==> config.mk <==
export PLATFORM = sky130hd
export DESIGN_NAME = sprite_overlay
export DESIGN_NICKNAME = d
export VERILOG_FILES = /design/src/rtl/sprite_overlay.sv
export SDC_FILE = /design/constraint.sdc
export NUM_CORES = 1
export LEC_CHECK = 0
export CAP_MARGIN = 20
export CORE_MARGIN = 2
export CORE_UTILIZATION = 60
export CTS_BUF_LIST = sky130_fd_sc_hd__clkbuf_16
export CTS_CLUSTER_SIZE = 8
export DETAILED_ROUTE_END_ITERATION = 10
export PLACE_DENSITY = 0.8
export SLEW_MARGIN = 20
export SYNTH_ARGS = -nofsm -noshare
export SYNTH_HDL_FRONTEND = slang
export SYNTH_SLANG_ARGS = --single-unit
==> constraint.sdc <==
create_clock -name clk -period 5.6 [get_ports clk]
set_input_delay 1.68 -clock clk [delete_from_list [all_inputs] [get_ports clk]]
set_output_delay 1.68 -clock clk [all_outputs]
set_load 0.02 [all_outputs]
**Run 1: placement view**

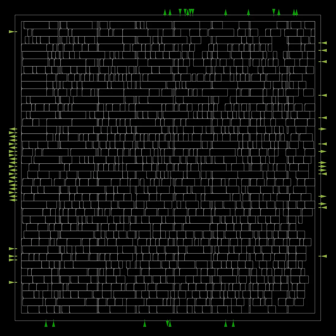
Row Count: 39
core area: 11300 um2

**Run 1: I/O pins on the die edge**

Scale bar: 20 um. Pins as bars across the die edge, other pins in grey.
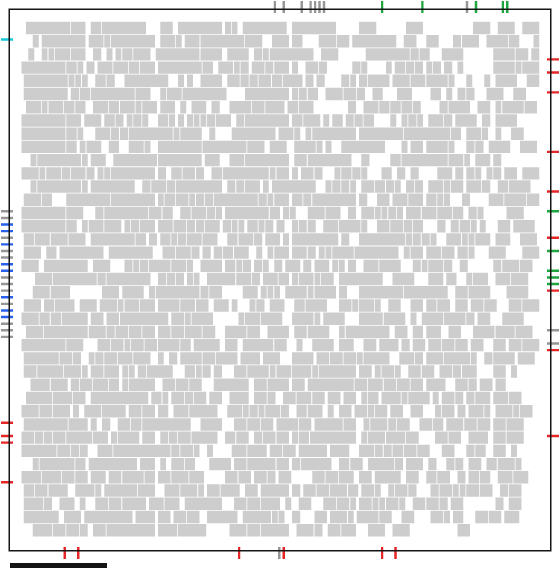
colour	port	pins	direction	edge
blue	qout	8	output	left
cyan	clk	1	input	left
green	pos_col	10	output	5 top, 5 right
red	address	19	input	9 right, 6 bottom, 4 left
all pins by edge	25 left, 16 right, 13 top, 7 bottom
port bufs: 60
Die Width: 111 um
die height: 111 um

**Run 1: close-up of the layout**

Region (73, 73) to (93, 93) um. Cells in grey, sequential cells in the stronger grey; small squares are vias.
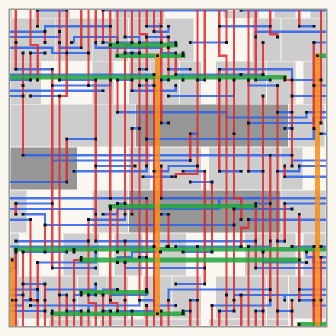
colour	layer
green	M3
blue	M1
red	M2
orange	M4
cells with their middle in the window	39
sequential cells in the window	2
most frequent	a21oi_1 (5), nand2_1 (4), a31oi_1 (4)

==> reports/metrics.cfg, run 1 <==
[run_status]
outcome = finished, violations left
violations = negative setup slack

[grt]
grt_pass1_wl_um = 37000
grtUsageTotal_pct = 35.5
grt_max_degree = 59

[synthesis]
yosysCellCount = 899
largest_area_cell = dfrtp_1
ys_area_um2 = 6890
syn-instance-count = 899
xor_share_pct = 7.74
avgSynthCellArea_um2 = 7.66
syn_nets = 988
mux_area_share_pct = 0.781
yosysSeqAreaShare_pct = 21.2

[clock_network]
clk_latency_ns = 0.33
cts.hold.buffers_added = 0
cts_tree = done
cts_buffers = 9

[worst_setup_path]
r2r_slack_ns = 1.86
path_max_fanout = 6
crit_path_start_kind = primary input
required_ns = 5.82

[cells_and_area]
fillers = 700
design_area_um2 = 9430
antenna_cells = 0
multiInputCombCellCount = 740
drive_gt1_share_pct = 24.8
clkCellAreaFrac_pct = 2.95
regArea_um2 = 1460
nNonClkInverters = 48

[timing]
layout_setup_ws_ns = -0.791
min_period_ns = 6.39
setup_violations = 8
worstMarginPinSlew_ns = 0.930
fin_skew_ns = 0.00611
fin_hold_ws_ns = 0.501

[pwr]
leakagePower_nw = 4.08
ir_worst_vdd_v = 0.000273

[min_path]
hold_class = flop to flop

[routing]
routed_wl_um = 22100
wl_per_cell_um = 18.2

[place]
dpl-instance-area_um2 = 8320

run 1: power breakdown:
group | switching [mW] | total, mW | internal [mW]
Combinational | 1.22 | 2.24 | 1.02
Sequential | 0.206 | 0.721 | 0.515
Clock | 0.206 | 0.507 | 0.301
run 1: kinds of logic after synthesis:
| group | after synthesis |
|---|---|
| other cells | 1 |
| xor+xnor | 60 |
| buf+inv | 101 |
| fa+ha+maj | 60 |
| compound gates | 292 |
| mux | 5 |
| simple gates | 322 |
| flops | 58 |
run 1: routing by layer:
| layer | share of wire (%) | vias up | global-route usage [%] |
|---|---|---|---|
| met3 | 6.9 | 98 | 5.52 |
| met1 | 41 | 3761 | 46.1 |
| li1 | - | 3660 | - |
| met4 | 3.6 | 0 | 13.3 |
| met2 | 48 | 430 | 59.7 |
| met5 | 0 | - | 0 |
--- run 2 (diff from run 1) ---
--- a/config.mk
+++ b/config.mk
@@ -11,7 +11,8 @@
 export CTS_BUF_LIST = sky130_fd_sc_hd__clkbuf_16
 export CTS_CLUSTER_SIZE = 8
 export DETAILED_ROUTE_END_ITERATION = 10
-export PLACE_DENSITY = 0.8
+export DONT_BUFFER_PORTS = 1
+export PLACE_DENSITY = 0.73
 export SLEW_MARGIN = 20
 export SYNTH_ARGS = -nofsm -noshare
 export SYNTH_HDL_FRONTEND = slang
**Run 2: placement view**

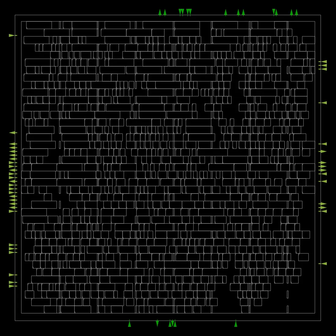
final core utilization: 72.2%
flip-flops: 58
Seq area share: 17.8%
Finished Layout Cells: 1097

==> reports/metrics.cfg, run 2 <==
[routing]
maxUsedRoutingLayer = met4
dr_wl_met2_um = 9110
wl_per_cell_um = 17.6

[grt]
met1_usage_pct = 41.6
groute.layer.met3.usage_pct = 5.30

[cells_and_area]
design_area_um2 = 8180
regArea_um2 = 1460
drive_gt1_share_pct = 19.3

[min_path]
hold_class = flop to flop

[pwr]
p_comb_mw = 1.89
leakagePower_nw = 3.50
swShare_pct = 46.4
power_leader = combinational cells
pwr-share-clk_pct = 17.5
pwr-share-comb_pct = 57.8
internal_power_mw = 1.75
pg_clk_uw = 572
switchingPower_mw = 1.52

[run_status]
violations = negative setup slack
outcome = finished, violations left

[worst_setup_path]
r2r_slack_ns = 1.50
path_max_fanout = 27
required_ns = 5.81

[timing]
setup_violations = 8
layout_setup_ws_ns = -0.674
min_period_ns = 6.27
fin_hold_ws_ns = 0.487
fin_skew_ns = 0.00825

[synthesis]
avgSynthCellArea_um2 = 7.66
syn_nets = 988
ys_area_um2 = 6890
syn-instance-count = 899
yosysCellCount = 899

[die]
core_area_um2 = 11300
die_x_um = 111
num_rows = 39

[clock_network]
clk_latency_ns = 0.32

## run 2: final cells by class
type / instances / area share, %
Clock inverter: 7 / 1.04
Tap cell: 143 / 2.19
Timing Repair Buffer: 92 / 8.72
Clock buffer: 9 / 2.75
Multi-Input combinational cell: 740 / 65.3
Sequential cell: 58 / 17.8
Inverter: 48 / 2.20
## run 2: kinds of logic (layout without fill, tap and decap cells)
logic type	Yosys count	count (layout)	share of synthesized area, %
DFF	58	58	21.2
and+or+nand+nor	322	322	23.9
AOI/OAI and AO/OA	292	292	29.3
xor gates and xnor gates	60	60	7.74
other	1	1	0.0545
adders and majority gates	60	60	10.8
buffers and inverters	101	156	6.25
muxes	5	5	0.781
## run 2: repair_timing
item,CTS,global route
gates resized,39,20
gates cloned,0,0
setup buffers,14,3
pin swaps,22,37
setup endpoints to repair,8,8
Power is estimated from default activity; no workload was simulated.
